### src/rtl/seq_shifter_pkg.sv
// Shared definitions for the multi-cycle shifter: op codes, FSM states and
// the legal-op check.
package shifter_pkg;

  localparam logic [2:0] OP_SLL = 3'd0;
  localparam logic [2:0] OP_SRL = 3'd1;
  localparam logic [2:0] OP_SRA = 3'd2;
  localparam logic [2:0] OP_ROL = 3'd3;
  localparam logic [2:0] OP_ROR = 3'd4;

  typedef enum logic [1:0] {
    IDLE = 2'd0,
    BUSY = 2'd1,
    DONE = 2'd2
  } state_t;

  function automatic logic op_legal(input logic [2:0] op);
    return op <= OP_ROR;
  endfunction

endpackage

### src/rtl/seq_shifter_shift_step.sv
// One iteration of the shifter: a log2(STEP)+1 stage barrel that moves acc by
// s (0..STEP) positions in the direction and fill mode selected by op.
module shift_step
  import shifter_pkg::*;
#(
  parameter int WIDTH = 32,
  parameter int STEP  = 4,
  localparam int SW   = $clog2(STEP) + 1
) (
  input  logic [WIDTH-1:0] acc,
  input  logic [SW-1:0]    s,
  input  logic [2:0]       op,
  output logic [WIDTH-1:0] next_acc
);

  logic [WIDTH-1:0] stage [SW+1];

  assign stage[0] = acc;

  for (genvar gi = 0; gi < SW; gi++) begin : g_stage
    localparam int K = 1 << gi;
    logic [WIDTH-1:0] cur;
    logic [WIDTH-1:0] shd;

    assign cur = stage[gi];

    always_comb begin
      shd = cur;
      case (op)
        OP_SLL:  shd = cur << K;
        OP_SRL:  shd = cur >> K;
        OP_SRA:  shd = $signed(cur) >>> K;
        OP_ROL:  shd = (cur << K) | (cur >> (WIDTH - K));
        OP_ROR:  shd = (cur >> K) | (cur << (WIDTH - K));
        default: shd = cur;
      endcase
    end

    assign stage[gi+1] = s[gi] ? shd : cur;
  end

  assign next_acc = stage[SW];

endmodule

### src/rtl/seq_shifter.sv
// Multi-cycle shift unit: accepts an operand, shifts it at most STEP bits per
// clock, then holds the result until the consumer takes it.
module seq_shifter
  import shifter_pkg::*;
#(
  parameter int WIDTH = 32,
  parameter int STEP  = 4,
  localparam int SHW  = $clog2(WIDTH)
) (
  input  logic             clk,
  input  logic             rst_n,
  input  logic             in_valid,
  output logic             in_ready,
  input  logic [WIDTH-1:0] a,
  input  logic [SHW-1:0]   shamt,
  input  logic [2:0]       op,
  output logic             out_valid,
  input  logic             out_ready,
  output logic [WIDTH-1:0] result,
  output logic             err,
  output logic             busy
);

  localparam int SW = $clog2(STEP) + 1;
  localparam logic [SHW-1:0] STEP_V = SHW'(STEP);

  state_t           state_reg, state_next;
  logic [WIDTH-1:0] acc_reg, acc_next;
  logic [SHW-1:0]   rem_reg, rem_next;
  logic [2:0]       op_reg, op_next;
  logic             err_reg, err_next;

  logic [SHW-1:0]   s_full;
  logic [WIDTH-1:0] step_acc;

  assign s_full = (rem_reg > STEP_V) ? STEP_V : rem_reg;

  shift_step #(
    .WIDTH(WIDTH),
    .STEP (STEP)
  ) u_step (
    .acc     (acc_reg),
    .s       (s_full[SW-1:0]),
    .op      (op_reg),
    .next_acc(step_acc)
  );

  always_ff @(posedge clk or negedge rst_n) begin
    if (!rst_n) begin
      state_reg <= IDLE;
      acc_reg   <= '0;
      rem_reg   <= '0;
      op_reg    <= OP_SLL;
      err_reg   <= 1'b0;
    end else begin
      state_reg <= state_next;
      acc_reg   <= acc_next;
      rem_reg   <= rem_next;
      op_reg    <= op_next;
      err_reg   <= err_next;
    end
  end

  always_comb begin
    state_next = state_reg;
    acc_next   = acc_reg;
    rem_next   = rem_reg;
    op_next    = op_reg;
    err_next   = err_reg;
    case (state_reg)
      IDLE: begin
        if (in_valid) begin
          acc_next = a;
          rem_next = shamt;
          op_next  = op;
          err_next = !op_legal(op);
          // Illegal ops pass the operand through untouched, flagged by err.
          if (!op_legal(op) || shamt == '0) begin
            rem_next   = '0;
            state_next = DONE;
          end else begin
            state_next = BUSY;
          end
        end
      end
      BUSY: begin
        acc_next = step_acc;
        rem_next = rem_reg - s_full;
        if (rem_reg == s_full) state_next = DONE;
      end
      DONE: begin
        if (out_ready) state_next = IDLE;
      end
      default: state_next = IDLE;
    endcase
  end

  assign in_ready  = (state_reg == IDLE);
  assign out_valid = (state_reg == DONE);
  assign busy      = (state_reg != IDLE);
  assign result    = acc_reg;
  assign err       = err_reg;

endmodule

### config.mk
export PLATFORM = sky130hd
export DESIGN_NAME = seq_shifter
export DESIGN_NICKNAME = d
export VERILOG_FILES = /design/src/rtl/seq_shifter_pkg.sv /design/src/rtl/seq_shifter_shift_step.sv /design/src/rtl/seq_shifter.sv
export SDC_FILE = /design/constraint.sdc
export NUM_CORES = 1
export LEC_CHECK = 0
export ABC_AREA = 1
export CORE_ASPECT_RATIO = 0.7
export CORE_MARGIN = 2
export CORE_UTILIZATION = 50
export CTS_BUF_LIST = sky130_fd_sc_hd__clkbuf_8
export DETAILED_ROUTE_END_ITERATION = 7
export GPL_ROUTABILITY_DRIVEN = 0
export GPL_TIMING_DRIVEN = 0
export PLACE_DENSITY_LB_ADDON = 0.15
export SLEW_MARGIN = 15
export SYNTH_ARGS = -nofsm -noshare
export SYNTH_HDL_FRONTEND = slang
export SYNTH_HIERARCHICAL = 1
export SYNTH_SLANG_ARGS = --single-unit
export TNS_END_PERCENT = 100
### constraint.sdc
create_clock -name clk -period 2.7 [get_ports clk]
set_clock_uncertainty 0.1 [all_clocks]
set_input_delay 0.405 -clock clk [delete_from_list [all_inputs] [get_ports clk]]
set_output_delay 0.405 -clock clk [all_outputs]
set_load 0.005 [all_outputs]
==> impl_metrics.env <==
# yosys + openroad results
export IMPL_run_status="complete, no violations"
export IMPL_cp_slowest_cell="dfrtp_1"
export IMPL_fp_util_pct=52.1
export IMPL_min_path_type="flip-flop to flip-flop"
export IMPL_detail_route_vias_per_cell=5.72
export IMPL_syn_num_nets=930
export IMPL_cp_cell_sequence="inv_1, nand2_2, nor2_2, nand2_2, clkinv_4, buf_4, or2_2, nand3_1, nand3_1, nand3_1, nand2_1, nand2_1, nand2_1, nand2_1, nand2_1, nand2_1, nand2_1"
export IMPL_final_clk_cell_share_pct=1.74
export IMPL_synth_chip_area_um2=4760
export IMPL_cts_buffers_inserted=5
export IMPL_nonClkBufAreaFrac_pct=19.7
export IMPL_crit_buf_inv=3
export IMPL_setup_tns_ns=0
export IMPL_ys_flops=43
export IMPL_top_cell_area_share_pct=36.8
export IMPL_cts_tree="yes"
export IMPL_fill_cells=944
export IMPL_slew_headroom_pct=60.9
export IMPL_edf_count=0
export IMPL_diodes=0
export IMPL_async_reset_ff_share_pct=100
export IMPL_core_rowCount=29
export IMPL_netlist_area_um2=4760
export IMPL_fmaxAchievable_mhz=380
export IMPL_report_final_slew_viol_count=0
export IMPL_yosysUniqueCellTypes=25
export IMPL_path_max_fanout=12
export IMPL_hold_buffers=1
export IMPL_clk_latency_ns=0.31
export IMPL_grt_use_met2_pct=45.5
export IMPL_comb_area_share_pct=55.8
export IMPL_nNetsFinal=1021
export IMPL_synth_adder_area_share_pct=0.525
export IMPL_seqCellArea_um2=1080
export IMPL_start_kind="flip-flop"
export IMPL_met3_length_um=3010
export IMPL_timing_hold_ws_ns=0.406
export IMPL_netlist_top_cells_count="467 x nand2_1, 191 x nand3_1, 43 x dfrtp_1"
export IMPL_met3_usage_pct=12.8
export IMPL_path_class="flip-flop to flip-flop"
export IMPL_grt_pass1_vias=5430
export IMPL_tightest_slew_ns=0.586
export IMPL_ys_seq_share_pct=22.6
export IMPL_min_from="err"
export IMPL_synth_xor_xnor_area_share_pct=0
export IMPL_inv_count=29
export IMPL_min_period_ns=2.63
export IMPL_drt_pass1_iterations=7
export IMPL_logic_gate_count=763
export IMPL_whs_endpoint="err"
export IMPL_top_layer="met4"
export IMPL_startpoint="rem_reg[2]"
export IMPL_antenna_left=0
export IMPL_cts_clk_slew_worst_paths_ns=0.09
export IMPL_warning_count=28
export IMPL_drive_gt1_share_pct=9.54
export IMPL_signal_buffers=133
export IMPL_path_common_cell="nand2_1"
export IMPL_met1_usage_pct=52.4
export IMPL_cp_num_cells=17
export IMPL_cts_resized=0
export IMPL_synth_cells=884
export IMPL_die_width_um=121
export IMPL_finalHoldViolations=0
export IMPL_fp_dieH_um=85.7
export IMPL_grt_pass1_wl_um=27900
export IMPL_required_ns=2.80
export IMPL_synth_area_mux_share_pct=0
export IMPL_clkbuf_count=5
export IMPL_ys_sh_aoi_pct=5.12
export IMPL_reg2reg_slack_ns=0.07
export IMPL_netlist_top_cells_area="nand2_1 37%, dfrtp_1 23%, nand3_1 20%"
export IMPL_synth_most_common_cell="nand2_1"
export IMPL_finalInstanceArea_um2=5910
export IMPL_ys_cells=884
### Wire density map

24 x 17 tiles, from dark blue (low) to red (high), scaled to the fullest tile. Values are wire area over tile area, all layers added.
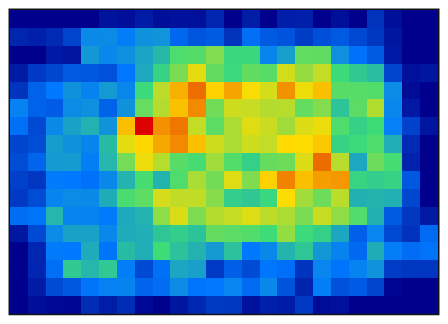
emptiest ninth of the die: upper left
densest ninth of the die: center
fullest tile: 0.90
nearly empty tiles: 9.6%
tiles over half the peak: 29%
DR vias: 6283
All-Layer GR Usage: 34.4%
drt total wl: 17700 µm
WL per Instance: 16.1 µm

### Placed standard cells

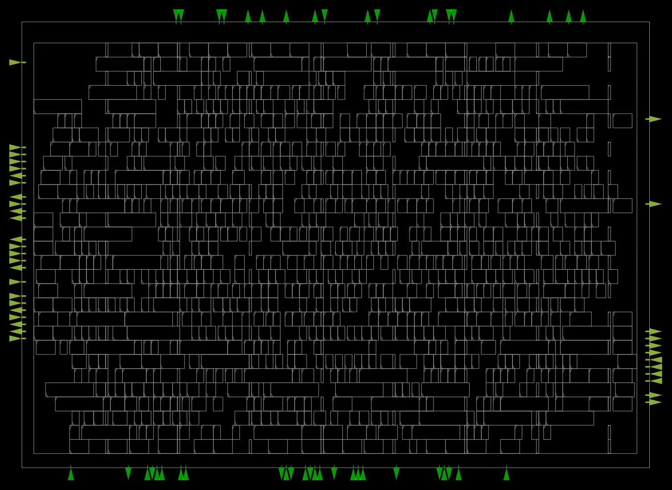
fin util: 64.6%
post-route insts no fill: 1099

